==> images/congestion.png <==
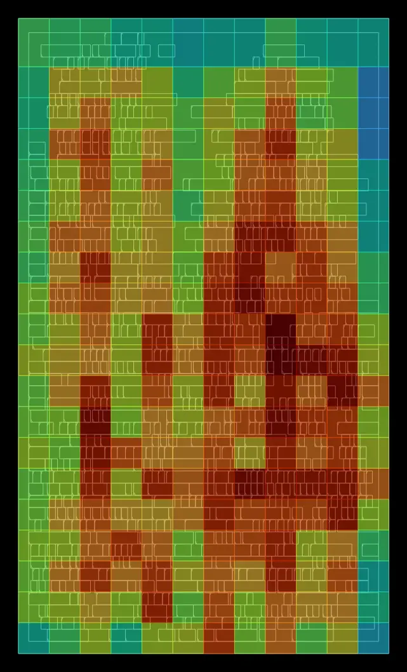
==> images/io_placement.png <==
Scale: 4 px per um. Pins as bars across the die edge, other pins in grey.
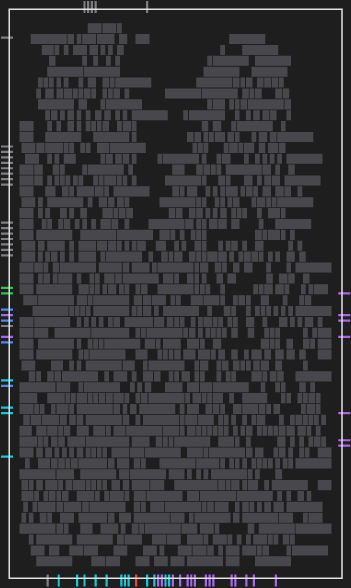
`src/rtl/stepper_pkg.sv`:
```
// Shared definitions for the stepper sequencer: drive modes, FSM states
// and the eight-entry coil phase table.
package stepper_pkg;

    localparam logic [1:0] MODE_WAVE = 2'b00;
    localparam logic [1:0] MODE_FULL = 2'b01;
    localparam logic [1:0] MODE_HALF = 2'b10;
    localparam logic [1:0] MODE_ALT  = 2'b11;

    typedef enum logic {
        S_IDLE = 1'b0,
        S_RUN  = 1'b1
    } state_t;

    // Coils {A,B,C,D}; element 0 is the least significant nibble
    localparam logic [7:0][3:0] PHASE_TABLE = {
        4'b1001, 4'b0001, 4'b0011, 4'b0010,
        4'b0110, 4'b0100, 4'b1100, 4'b1000
    };

    function automatic logic [3:0] phase_coils(input logic [2:0] idx);
        return PHASE_TABLE[idx];
    endfunction

endpackage

```
`src/rtl/stepper_rate_gen.sv`:
```
// Step-rate divider: one-cycle tick every max(period,1) clocks while enabled.
// A clear restarts the count so the first tick lands a full period later.
module stepper_rate_gen #(
    parameter int DIV_W = 24
) (
    input  logic             i_clk,
    input  logic             i_rst_n,
    input  logic             i_clear,
    input  logic             i_en,
    input  logic [DIV_W-1:0] i_period,
    output logic             o_tick
);

    logic [DIV_W-1:0] cnt_q;
    logic [DIV_W-1:0] last;

    assign last   = (i_period == '0) ? '0 : i_period - DIV_W'(1);
    assign o_tick = i_en && !i_clear && (cnt_q == last);

    always_ff @(posedge i_clk or negedge i_rst_n) begin
        if (!i_rst_n) begin
            cnt_q <= '0;
        end else if (i_clear || !i_en || o_tick) begin
            cnt_q <= '0;
        end else begin
            cnt_q <= cnt_q + DIV_W'(1);
        end
    end

endmodule

```
`src/rtl/stepper_sequencer.sv`:
```
// Stepper motor sequencer: walks the coil phase table in wave, full or
// half-step mode for a requested number of steps and tracks position.
module stepper_sequencer
    import stepper_pkg::*;
#(
    parameter int DIV_W = 24,
    parameter int POS_W = 16
) (
    input  logic             i_clk,
    input  logic             i_rst_n,
    input  logic             i_start,
    input  logic [POS_W-1:0] i_steps,
    input  logic             i_dir,
    input  logic [1:0]       i_mode,
    input  logic [DIV_W-1:0] i_period,
    input  logic             i_abort,
    input  logic             i_hold,
    output logic [3:0]       o_coils,
    output logic             o_busy,
    output logic             o_done,
    output logic [POS_W-1:0] o_pos
);

    state_t           state_q, state_d;
    logic [2:0]       phase_q, phase_d;
    logic [POS_W-1:0] pos_q, pos_d;
    logic [POS_W-1:0] rem_q, rem_d;
    logic             dir_q, dir_d;
    logic [1:0]       mode_q, mode_d;
    logic [DIV_W-1:0] period_q, period_d;
    logic             done_d, done_q;
    logic [3:0]       coils_d, coils_q;
    logic             clear;
    logic             tick;
    logic [2:0]       step;

    stepper_rate_gen #(
        .DIV_W (DIV_W)
    ) u_rate (
        .i_clk    (i_clk),
        .i_rst_n  (i_rst_n),
        .i_clear  (clear),
        .i_en     (state_q == S_RUN),
        .i_period (period_q),
        .o_tick   (tick)
    );

    assign step = (mode_q == MODE_HALF) ? 3'd1 : 3'd2;

    always_ff @(posedge i_clk or negedge i_rst_n) begin
        if (!i_rst_n) begin
            state_q  <= S_IDLE;
            phase_q  <= 3'd1;
            pos_q    <= '0;
            rem_q    <= '0;
            dir_q    <= 1'b0;
            mode_q   <= MODE_WAVE;
            period_q <= '0;
            done_q   <= 1'b0;
            coils_q  <= 4'b0000;
        end else begin
            state_q  <= state_d;
            phase_q  <= phase_d;
            pos_q    <= pos_d;
            rem_q    <= rem_d;
            dir_q    <= dir_d;
            mode_q   <= mode_d;
            period_q <= period_d;
            done_q   <= done_d;
            coils_q  <= coils_d;
        end
    end

    always_comb begin
        state_d  = state_q;
        phase_d  = phase_q;
        pos_d    = pos_q;
        rem_d    = rem_q;
        dir_d    = dir_q;
        mode_d   = mode_q;
        period_d = period_q;
        done_d   = 1'b0;
        clear    = 1'b0;

        unique case (state_q)
            S_IDLE: begin
                if (i_start) begin
                    clear = 1'b1;
                    if (i_steps == '0) begin
                        done_d = 1'b1;
                    end else begin
                        state_d  = S_RUN;
                        rem_d    = i_steps;
                        dir_d    = i_dir;
                        mode_d   = i_mode;
                        period_d = i_period;
                        unique case (1'b1)
                            (i_mode == MODE_WAVE): phase_d[0] = 1'b0;
                            (i_mode == MODE_HALF): phase_d    = phase_q;
                            default:               phase_d[0] = 1'b1;
                        endcase
                    end
                end
            end
            S_RUN: begin
                // Abort wins over a tick landing in the same cycle
                if (i_abort) begin
                    state_d = S_IDLE;
                    done_d  = 1'b1;
                    clear   = 1'b1;
                end else if (tick) begin
                    phase_d = dir_q ? phase_q + step : phase_q - step;
                    pos_d   = dir_q ? pos_q + POS_W'(1) : pos_q - POS_W'(1);
                    rem_d   = rem_q - POS_W'(1);
                    if (rem_q == POS_W'(1)) begin
                        state_d = S_IDLE;
                        done_d  = 1'b1;
                    end
                end
            end
        endcase

        coils_d = (state_d == S_RUN || i_hold) ? phase_coils(phase_d) : 4'b0000;
    end

    assign o_coils = coils_q;
    assign o_busy  = (state_q == S_RUN);
    assign o_done  = done_q;
    assign o_pos   = pos_q;

endmodule

```
`config.mk`:
```
export PLATFORM = sky130hd
export DESIGN_NAME = stepper_sequencer
export DESIGN_NICKNAME = d
export VERILOG_FILES = /design/src/rtl/stepper_pkg.sv /design/src/rtl/stepper_rate_gen.sv /design/src/rtl/stepper_sequencer.sv
export SDC_FILE = /design/constraint.sdc
export NUM_CORES = 1
export LEC_CHECK = 0
export ABC_AREA = 1
export CORE_ASPECT_RATIO = 1.75
export CORE_MARGIN = 2
export CORE_UTILIZATION = 57
export CTS_CLUSTER_SIZE = 24
export DETAILED_ROUTE_END_ITERATION = 10
export PLACE_DENSITY = 0.87
export SLEW_MARGIN = 15
export SYNTH_ARGS = -nofsm -noshare
export SYNTH_HDL_FRONTEND = slang
export SYNTH_SLANG_ARGS = --single-unit
```
`constraint.sdc`:
```
create_clock -name i_clk -period 3.3 [get_ports i_clk]
set_input_delay 0.66 -clock i_clk [delete_from_list [all_inputs] [get_ports i_clk]]
set_output_delay 0.66 -clock i_clk [all_outputs]
set_load 0.05 [all_outputs]
```
==> reports/metrics.yaml <==
outcome: "complete, no violations"
placed_cell_area_um2: 7040
worst_ep_arrival_time_ns: 3.29
cp.depth: 19
cp_common_cell: "nand2_1"
dr.max_layer_used: "met4"
required_ns: 3.58
synth_nets: 941
crit_buf_inv: 3
drive_gt1_share_pct: 6.64
worstSetupPathType: "reg -> reg"
met1_usage_pct: 29.8
postRouteAntennaNets: 0
final_cells: 1079
rr_worst_depth: 19
holdBufCountCts: 0
ir_drop_mv: 0.323
n_tap_cell: 130
min_path_type: "in -> async"
clock_skew_ns: 0.0176
p_sw_uw: 1350
area_growth_pct: 19.0
final_area_um2: 7370
initCoreUtil_pct: 58.2
dr.first_iter.drc_count: 369
power.total_uw: 3750
Notes on congestion.png above:
met2 GRT Util: 56.9%
average wire per standard cell: 15.9 um

Notes on io_placement.png above:
[red] i_dir | pins: 1 | direction: input | edge: bottom
[purple] i_period | pins: 24 | direction: input | edge: 15 bottom, 7 right, 2 left
[blue] o_coils | pins: 4 | direction: output | edge: left
[cyan] o_pos | pins: 16 | direction: output | edge: 12 bottom, 4 left
[green] i_mode | pins: 2 | direction: input | edge: left
all pins by edge: 29 left, 29 bottom, 7 right, 5 top
die height: 142 um
Die Wd: 82.8 um

